**config.mk**
```make
export PLATFORM = sky130hd
export DESIGN_NAME = k054539_host_bus_flat
export DESIGN_NICKNAME = d
export VERILOG_FILES = /design/src/rtl/k054539_host_bus_if.sv /design/src/rtl/k054539_host_bus.sv /design/src/flat_wrapper.sv
export SDC_FILE = /design/constraint.sdc
export NUM_CORES = 1
export LEC_CHECK = 0
export CAP_MARGIN = 40
export CORE_ASPECT_RATIO = 0.9
export CORE_MARGIN = 5
export CORE_UTILIZATION = 25
export CTS_CLUSTER_DIAMETER = 150
export DETAILED_ROUTE_END_ITERATION = 16
export GPL_ROUTABILITY_DRIVEN = 0
export PLACE_DENSITY = 0.54
export SLEW_MARGIN = 30
export SYNTH_ARGS = -nofsm -noshare
export SYNTH_HDL_FRONTEND = slang
export SYNTH_SLANG_ARGS = --single-unit
```
**constraint.sdc**
```tcl
create_clock -name clk -period 2 [get_ports clk]
set_input_delay 0.4 -clock clk [delete_from_list [all_inputs] [get_ports clk]]
set_output_delay 0.4 -clock clk [all_outputs]
set_load 0.01 [all_outputs]
```
**src/rtl/k054539_host_bus_if.sv**
```systemverilog
// Request/response and pin bundle for the 054539 host-bus initiator.
// The master modport belongs to the initiator; the slave side is the CPU/chip environment.
interface k054539_host_bus_if;
    logic       req_valid;
    logic       req_ready;
    logic       req_wr;
    logic [9:0] req_addr;
    logic [7:0] req_data;
    logic       rsp_done;
    logic [7:0] rsp_data;
    logic       rsp_tmo;
    logic       pin_ab09;
    logic [7:0] pin_ab;
    logic [7:0] pin_db_out;
    logic       pin_db_oe;
    logic [7:0] pin_db_in;
    logic       pin_ncs;
    logic       pin_nrd;
    logic       pin_nwr;
    logic       pin_wait;

    modport master (
        input  req_valid, req_wr, req_addr, req_data, pin_db_in, pin_wait,
        output req_ready, rsp_done, rsp_data, rsp_tmo,
               pin_ab09, pin_ab, pin_db_out, pin_db_oe, pin_ncs, pin_nrd, pin_nwr
    );

    modport slave (
        output req_valid, req_wr, req_addr, req_data, pin_db_in, pin_wait,
        input  req_ready, rsp_done, rsp_data, rsp_tmo,
               pin_ab09, pin_ab, pin_db_out, pin_db_oe, pin_ncs, pin_nrd, pin_nwr
    );
endinterface

```
**src/rtl/k054539_host_bus.sv**
```systemverilog
// CPU-side bus initiator for the 054539 register port: one request becomes one
// SETUP/CS/STB/HOLD/GAP pin cycle, with WAIT-extended strobes bounded by a timeout.
module k054539_host_bus #(
    parameter int T_ADDR = 1,
    parameter int T_CS   = 2,
    parameter int T_STB  = 8,
    parameter int T_HOLD = 1,
    parameter int T_GAP  = 4,
    parameter int T_TMO  = 255
) (
    input  logic               clk,
    input  logic               res,
    k054539_host_bus_if.master bus
);

    localparam logic [7:0] LD_ADDR = 8'(T_ADDR - 1);
    localparam logic [7:0] LD_CS   = 8'(T_CS - 1);
    localparam logic [7:0] LD_STB  = 8'(T_STB - 1);
    localparam logic [7:0] LD_HOLD = 8'(T_HOLD - 1);
    localparam logic [7:0] LD_GAP  = 8'(T_GAP - 1);
    localparam logic [7:0] LD_TMO  = 8'(T_TMO - 1);

    typedef enum logic [2:0] {
        S_IDLE, S_SETUP, S_CS, S_STB, S_HOLD, S_GAP
    } state_t;

    state_t     state_q, state_d;
    logic [7:0] cnt_q, cnt_d;
    logic       ext_q, ext_d;     // strobe is in its WAIT extension phase
    logic       tmo_q, tmo_d;     // current cycle's strobe ended by timeout
    logic       wr_q, wr_d;
    logic       wait_s1, wait_s2;
    logic       accept, stb_end, last;

    logic       ncs_q, nrd_q, nwr_q, oe_q, ready_q, done_q, rsp_tmo_q;
    logic       ncs_d, nrd_d, nwr_d, oe_d, ready_d, done_d;
    logic       ab09_q;
    logic [7:0] ab_q, dout_q, rsp_data_q;

    // Address bit 8 has no pin on this port.
    logic unused_addr_bit;
    assign unused_addr_bit = bus.req_addr[8];

    assign accept = (state_q == S_IDLE) && bus.req_valid && ready_q;
    assign last   = (cnt_q == 8'd0);

    // NOTE: every variable written here gets a default first so no path can infer a latch.
    always_comb begin
        state_d = state_q;
        cnt_d   = cnt_q;
        ext_d   = ext_q;
        tmo_d   = tmo_q;
        stb_end = 1'b0;
        wr_d    = accept ? bus.req_wr : wr_q;

        case (state_q)
            S_IDLE: begin
                if (accept) begin
                    state_d = S_SETUP;
                    cnt_d   = LD_ADDR;
                    ext_d   = 1'b0;
                    tmo_d   = 1'b0;
                end
            end
            S_SETUP: begin
                if (last) begin
                    state_d = S_CS;
                    cnt_d   = LD_CS;
                end else begin
                    cnt_d = cnt_q - 8'd1;
                end
            end
            S_CS: begin
                if (last) begin
                    state_d = S_STB;
                    cnt_d   = LD_STB;
                end else begin
                    cnt_d = cnt_q - 8'd1;
                end
            end
            S_STB: begin
                // Minimum width first; WAIT is only looked at in its final counted cycle
                // and then through the extension, which reuses the counter for T_TMO.
                if (!ext_q) begin
                    if (!last) begin
                        cnt_d = cnt_q - 8'd1;
                    end else if (!wait_s2) begin
                        ext_d = 1'b1;
                        cnt_d = LD_TMO;
                    end else begin
                        stb_end = 1'b1;
                    end
                end else if (wait_s2) begin
                    stb_end = 1'b1;
                end else if (last) begin
                    stb_end = 1'b1;
                    tmo_d   = 1'b1;
                end else begin
                    cnt_d = cnt_q - 8'd1;
                end
                if (stb_end) begin
                    state_d = S_HOLD;
                    cnt_d   = LD_HOLD;
                    ext_d   = 1'b0;
                end
            end
            S_HOLD: begin
                if (last) begin
                    state_d = S_GAP;
                    cnt_d   = LD_GAP;
                end else begin
                    cnt_d = cnt_q - 8'd1;
                end
            end
            S_GAP: begin
                if (last) begin
                    state_d = S_IDLE;
                end else begin
                    cnt_d = cnt_q - 8'd1;
                end
            end
            default: state_d = S_IDLE;
        endcase

        // Pin levels are derived from the next state so they switch on the same edge as the FSM.
        ncs_d   = !(state_d inside {S_CS, S_STB, S_HOLD});
        nrd_d   = !((state_d == S_STB) && !wr_d);
        nwr_d   = !((state_d == S_STB) && wr_d);
        oe_d    = wr_d && (state_d inside {S_SETUP, S_CS, S_STB, S_HOLD});
        ready_d = (state_d == S_IDLE);
        done_d  = (state_q == S_HOLD) && (state_d == S_GAP);
    end

    // NOTE: sequential state uses non-blocking assignments so every register samples pre-edge values.
    always_ff @(posedge clk) begin
        if (res) begin
            state_q    <= S_IDLE;
            cnt_q      <= 8'd0;
            ext_q      <= 1'b0;
            tmo_q      <= 1'b0;
            wr_q       <= 1'b0;
            wait_s1    <= 1'b1;
            wait_s2    <= 1'b1;
            ncs_q      <= 1'b1;
            nrd_q      <= 1'b1;
            nwr_q      <= 1'b1;
            oe_q       <= 1'b0;
            ready_q    <= 1'b0;
            done_q     <= 1'b0;
            rsp_tmo_q  <= 1'b0;
            ab09_q     <= 1'b0;
            ab_q       <= 8'd0;
            dout_q     <= 8'd0;
            rsp_data_q <= 8'd0;
        end else begin
            state_q   <= state_d;
            cnt_q     <= cnt_d;
            ext_q     <= ext_d;
            tmo_q     <= tmo_d;
            wr_q      <= wr_d;
            wait_s1   <= bus.pin_wait;
            wait_s2   <= wait_s1;
            ncs_q     <= ncs_d;
            nrd_q     <= nrd_d;
            nwr_q     <= nwr_d;
            oe_q      <= oe_d;
            ready_q   <= ready_d;
            done_q    <= done_d;
            rsp_tmo_q <= done_d && tmo_d;
            if (accept) begin
                ab09_q <= bus.req_addr[9];
                ab_q   <= bus.req_addr[7:0];
                dout_q <= bus.req_data;
            end
            // Read data is taken on the edge where NRD rises, even after a timeout.
            if (stb_end && !wr_q) begin
                rsp_data_q <= bus.pin_db_in;
            end
        end
    end

    assign bus.req_ready  = ready_q;
    assign bus.rsp_done   = done_q;
    assign bus.rsp_tmo    = rsp_tmo_q;
    assign bus.rsp_data   = rsp_data_q;
    assign bus.pin_ab09   = ab09_q;
    assign bus.pin_ab     = ab_q;
    assign bus.pin_db_out = dout_q;
    assign bus.pin_db_oe  = oe_q;
    assign bus.pin_ncs    = ncs_q;
    assign bus.pin_nrd    = nrd_q;
    assign bus.pin_nwr    = nwr_q;

endmodule

```
**src/flat_wrapper.sv**
```systemverilog
// flat-port wrapper written by rule: the top's interface ports become plain ports
module k054539_host_bus_flat 
#(
    parameter int T_ADDR = 1,
    parameter int T_CS   = 2,
    parameter int T_STB  = 8,
    parameter int T_HOLD = 1,
    parameter int T_GAP  = 4,
    parameter int T_TMO  = 255
)
  (clk, res, bus_req_valid, bus_req_wr, bus_req_addr, bus_req_data, bus_pin_db_in, bus_pin_wait, bus_req_ready, bus_rsp_done, bus_rsp_data, bus_rsp_tmo, bus_pin_ab09, bus_pin_ab, bus_pin_db_out, bus_pin_db_oe, bus_pin_ncs, bus_pin_nrd, bus_pin_nwr);
  k054539_host_bus_if bus_i ();
  input  logic clk;
  input  logic res;
  input wire logic [$bits(bus_i.req_valid)-1:0] bus_req_valid;
  input wire logic [$bits(bus_i.req_wr)-1:0] bus_req_wr;
  input wire logic [$bits(bus_i.req_addr)-1:0] bus_req_addr;
  input wire logic [$bits(bus_i.req_data)-1:0] bus_req_data;
  input wire logic [$bits(bus_i.pin_db_in)-1:0] bus_pin_db_in;
  input wire logic [$bits(bus_i.pin_wait)-1:0] bus_pin_wait;
  output wire logic [$bits(bus_i.req_ready)-1:0] bus_req_ready;
  output wire logic [$bits(bus_i.rsp_done)-1:0] bus_rsp_done;
  output wire logic [$bits(bus_i.rsp_data)-1:0] bus_rsp_data;
  output wire logic [$bits(bus_i.rsp_tmo)-1:0] bus_rsp_tmo;
  output wire logic [$bits(bus_i.pin_ab09)-1:0] bus_pin_ab09;
  output wire logic [$bits(bus_i.pin_ab)-1:0] bus_pin_ab;
  output wire logic [$bits(bus_i.pin_db_out)-1:0] bus_pin_db_out;
  output wire logic [$bits(bus_i.pin_db_oe)-1:0] bus_pin_db_oe;
  output wire logic [$bits(bus_i.pin_ncs)-1:0] bus_pin_ncs;
  output wire logic [$bits(bus_i.pin_nrd)-1:0] bus_pin_nrd;
  output wire logic [$bits(bus_i.pin_nwr)-1:0] bus_pin_nwr;
  assign bus_i.req_valid = bus_req_valid;
  assign bus_i.req_wr = bus_req_wr;
  assign bus_i.req_addr = bus_req_addr;
  assign bus_i.req_data = bus_req_data;
  assign bus_i.pin_db_in = bus_pin_db_in;
  assign bus_i.pin_wait = bus_pin_wait;
  assign bus_req_ready = bus_i.req_ready;
  assign bus_rsp_done = bus_i.rsp_done;
  assign bus_rsp_data = bus_i.rsp_data;
  assign bus_rsp_tmo = bus_i.rsp_tmo;
  assign bus_pin_ab09 = bus_i.pin_ab09;
  assign bus_pin_ab = bus_i.pin_ab;
  assign bus_pin_db_out = bus_i.pin_db_out;
  assign bus_pin_db_oe = bus_i.pin_db_oe;
  assign bus_pin_ncs = bus_i.pin_ncs;
  assign bus_pin_nrd = bus_i.pin_nrd;
  assign bus_pin_nwr = bus_i.pin_nwr;
  k054539_host_bus #(.T_ADDR(T_ADDR), .T_CS(T_CS), .T_STB(T_STB), .T_HOLD(T_HOLD), .T_GAP(T_GAP), .T_TMO(T_TMO)) u_core (.clk(clk), .res(res), .bus(bus_i));
endmodule
```
Figure 1. Placed standard cells (run 1).
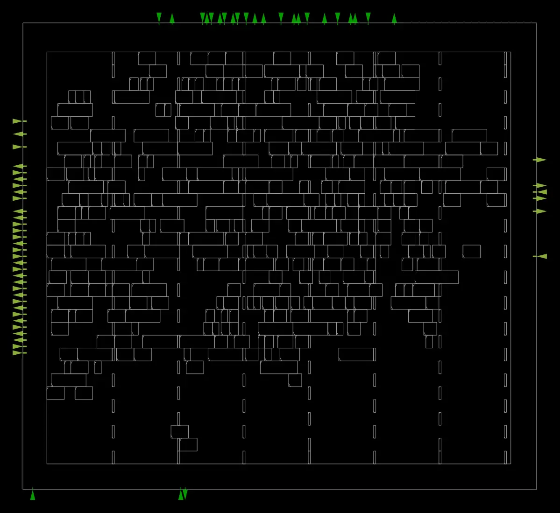
Seq cells: 48
sequential cell area share: 28.0%

Figure 2. Cells by drive strength (run 1).
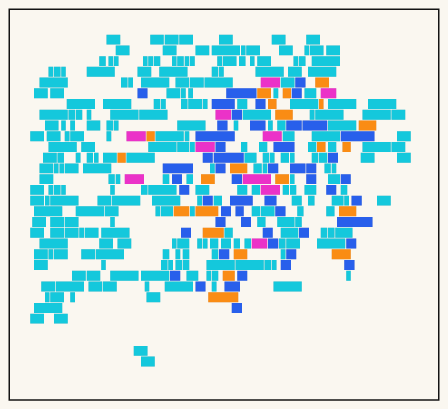
color	size	cells
magenta	x6 and larger	10
cyan	x1 and smaller	262
orange	x2	22
blue	x3 and x4	53

Figure 3. Pin placement (run 1).
The bar under the picture is 20 um long. Pins as bars across the die edge, other pins in gray.
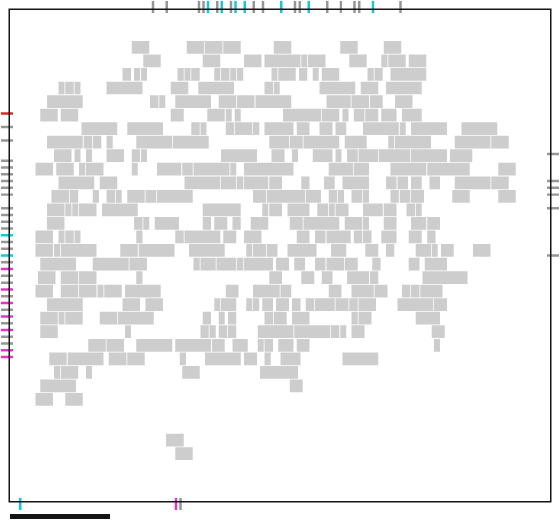
color	port	pins	direction	edge
cyan	bus_req_addr	10	input	7 top, 2 left, 1 bottom
magenta	bus_pin_db_in	8	input	7 left, 1 bottom
red	clk	1	input	left
Die Y: 98.6 um
PortBufs: 61
chip width: 108 um

## run 1: Yosys cell counts (5+ instances only)
master    instances  area, um2
dfxtp_1          48        961
nand2_1          43        161
a21oi_1          31        155
nor2_1           20       75.1
mux2i_1          10        100
clkbuf_1          9       33.8
inv_1             7       26.3
nand2b_1          7       43.8
o21ai_0           5       25.0
or2_2             5       31.3
## run 1: sequential cells by signal, summed over array words and instances, names as in the netlist, 3 cells and up
name / count
u_core.bus.pin_ab: 8
u_core.bus.pin_db_out: 8
u_core.bus.rsp_data: 8
u_core.cnt_q: 8
u_core.state_q: 3
## run 1: what timing repair did
action | 4_1_cts | 5_1_grt
endpoints found under the setup margin | 19 | 24
setup buffers | 3 | 4
resized | 11 | 15
gates cloned | 0 | 0
pin swaps | 6 | 19
## run 1: cell type report
| type | count | area [um2] | share of cell area (%) |
|---|---|---|---|
| inverter | 8 | 32.5 | 0.945 |
| tap | 119 | 149 | 4.33 |
| clock buffer | 6 | 82.6 | 2.40 |
| sequential | 48 | 962 | 28.0 |
| timing repair buffer | 102 | 942 | 27.4 |
| clock inverter | 1 | 8.76 | 0.255 |
| multi-input combinational | 182 | 1260 | 36.7 |
## run 1: critical path: cells and delay by family, from the launching register on
kind,cells,cell delay [ns]
buffers and inverters,1,0.08
DFF,1,0.33
AOI/OAI and AO/OA,4,0.44
adders and majority gates,1,0.27
and+or+nand+nor,2,0.85
muxes,1,0.06
## run 1: power by group through the flow
stage / clock network, mW / logic, mW / registers [mW]
final: 0.597 / 3.30 / 1.23
after global routing: 0.653 / 3.56 / 1.26
after CTS: 0.618 / 2.88 / 1.23
after detailed placement: 0 / 2.62 / 1.26
after global placement: 0 / 2.58 / 1.25
after floorplan: 0 / 1.46 / 1.27
==> impl_metrics.yaml, run 1 <==
# physical design summary
synth:
  synth-edff-count: 0
  ys_area_mm2: 0.00218
  logic_family: "simple AND/OR/NAND/NOR gates"
  synth_seq_share_pct: 44.0
outcome:
  violations: "setup timing"
  status: "finished with violations"
job:
  warning_count: 32
cells_and_area:
  n_fill_cell: 843
power_and_ir_drop:
  ir_worst_vdd_mv: 0.480
  pwr-share-seq_pct: 24.0
  swShare_pct: 38.2
die:
  ios: 63
global_routing:
  busiest_layer: "met2"
  grt_max_degree: 20
worst_setup_path:
  crit_top_cell: "a21oi_1"
final_timing:
  fin_ws_ns: -0.141
  finalSetupViolCount: 22
hold_path:
  holdPathEnd: "u_core.wait_s2$_SDFF_PP1_"
cts:
  clock-root-buffer: "clkbuf_8"
  htree_levels: 2
detailed_routing:
  wire_per_inst_um: 13.4
==> run 2, diff against run 1 <==
--- a/config.mk
+++ b/config.mk
@@ -6,13 +6,16 @@
 export NUM_CORES = 1
 export LEC_CHECK = 0
 export CAP_MARGIN = 40
+export CELL_PAD_IN_SITES_DETAIL_PLACEMENT = 0
+export CELL_PAD_IN_SITES_GLOBAL_PLACEMENT = 1
 export CORE_ASPECT_RATIO = 0.9
 export CORE_MARGIN = 5
 export CORE_UTILIZATION = 25
-export CTS_CLUSTER_DIAMETER = 150
+export CTS_CLUSTER_DIAMETER = 200
 export DETAILED_ROUTE_END_ITERATION = 16
 export GPL_ROUTABILITY_DRIVEN = 0
-export PLACE_DENSITY = 0.54
+export PLACE_DENSITY = 0.68
+export RECOVER_POWER = 100
 export SLEW_MARGIN = 30
 export SYNTH_ARGS = -nofsm -noshare
 export SYNTH_HDL_FRONTEND = slang
==> impl_metrics.yaml, run 2 <==
# physical design summary
outcome:
  status: "finished with violations"
  violations: "setup timing"
cells_and_area:
  n_fill_cell: 876
  ff_latch_area_um2: 963
  lay_top_count: "dfxtp_1"
  logic_area_mm2: 0.00123
  n_antenna_cell: 0
power_and_ir_drop:
  p_comb_share_pct: 63.0
  internal_power_mw: 3.03
  pg_clk_mw: 0.600
  ir_worst_vdd_mv: 0.524
  swShare_pct: 38.6
  pwr-share-seq_pct: 24.9
  powerSeq_mw: 1.23
  pg_comb_mw: 3.11
  power_top_consumer: "combinational cells"
  total_power_mw: 4.94
synth:
  synth_top_area_share_pct: 44.0
  synth_cell_type_count: 52
  synth-edff-count: 0
  ys_area_mm2: 0.00218
  flop_cell: "dfxtp_1"
  yosysTopAreaCell: "dfxtp_1"
job:
  warning_count: 32
  drv_cap: 0
detailed_routing:
  antenna_left: 0
  wire_per_inst_um: 13.3
worst_setup_path:
  path_delay_family: "simple AND/OR/NAND/NOR gates"
  cp.depth: 8
  path_buffers: 2
cts:
  clock-root-buffer: "clkbuf_8"
  htree_levels: 2
final_timing:
  finalHoldViolCount: 0
  fin_ws_ns: -0.0790
  finalSetupViolCount: 19
die:
  die_y_um: 98.6
  die_x_um: 108
placed_design:
  port_buffers: 61
global_routing:
  grt_max_degree: 28
## run 2: cell counts after synthesis
Identical to the previous run, type by type.
## run 2: per-layer routing
| layer | track usage (%) | part of all wire, % | vias up |
|---|---|---|---|
| li1 | - | - | 1078 |
| met1 | 16.3 | 48 | 1014 |
| met2 | 17.8 | 44 | 59 |
| met3 | 4.19 | 7.6 | 2 |
| met4 | 1.36 | 0.11 | 0 |
| met5 | 0 | 0 | - |
## run 2: logic make-up after synthesis
family          Yosys count  synth area share (%)
compound gates           63                  18.3
xor+xnor                  3                  1.20
fa+ha+maj                 4                  2.29
buf+inv                  22                  4.42
flops                    48                  44.0
mux                      12                  5.79
simple gates            100                  23.9
## run 2: path summary, 6_finish.rpt
check | from | end | slack (ns)
worst min register to register | u_core.wait_s1$_SDFF_PP1_ | u_core.wait_s2$_SDFF_PP1_ | 0.42
worst max-delay path | u_core.cnt_q[0]$_SDFFE_PP0P_ | u_core.bus.pin_db_oe$_SDFF_PP0_ | -0.08
worst max register to register | u_core.cnt_q[0]$_SDFFE_PP0P_ | u_core.bus.pin_db_oe$_SDFF_PP0_ | -0.08
worst min-delay path | u_core.wait_s1$_SDFF_PP1_ | u_core.wait_s2$_SDFF_PP1_ | 0.42
## run 2: layout make-up
class                      count  share of cell area [%]
clock buffer                   7                    2.51
clock inverter                 1                   0.219
inverter                       8                   0.948
multi-input combinational    182                    35.9
sequential                    48                    28.1
tap                          119                    4.34
timing repair buffer         106                    28.0
## run 2: what timing repair did
| action | 4_1_cts | 5_1_grt |
|---|---|---|
| endpoints found under the setup margin | 22 | 24 |
| pin swaps | 6 | 5 |
| buffers inserted | 3 | 3 |
| resized | 9 | 14 |
Figure 4. Pin placement (run 2).
The bar under the picture is 20 um long. Pins as bars across the die edge, other pins in gray.
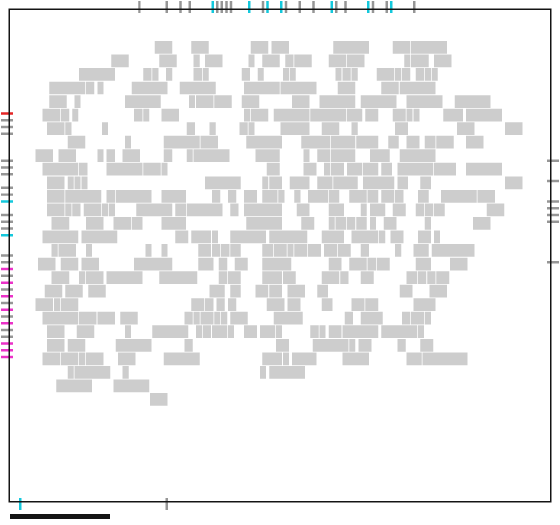
color	port	pins	direction	edge
red	clk	1	input	left
magenta	bus_pin_db_in	8	input	left
cyan	bus_req_addr	10	input	7 top, 2 left, 1 bottom
all pins by edge	30 left, 24 top, 7 right, 2 bottom

Power figures rest on the tool's default switching activity, not on a simulated workload.
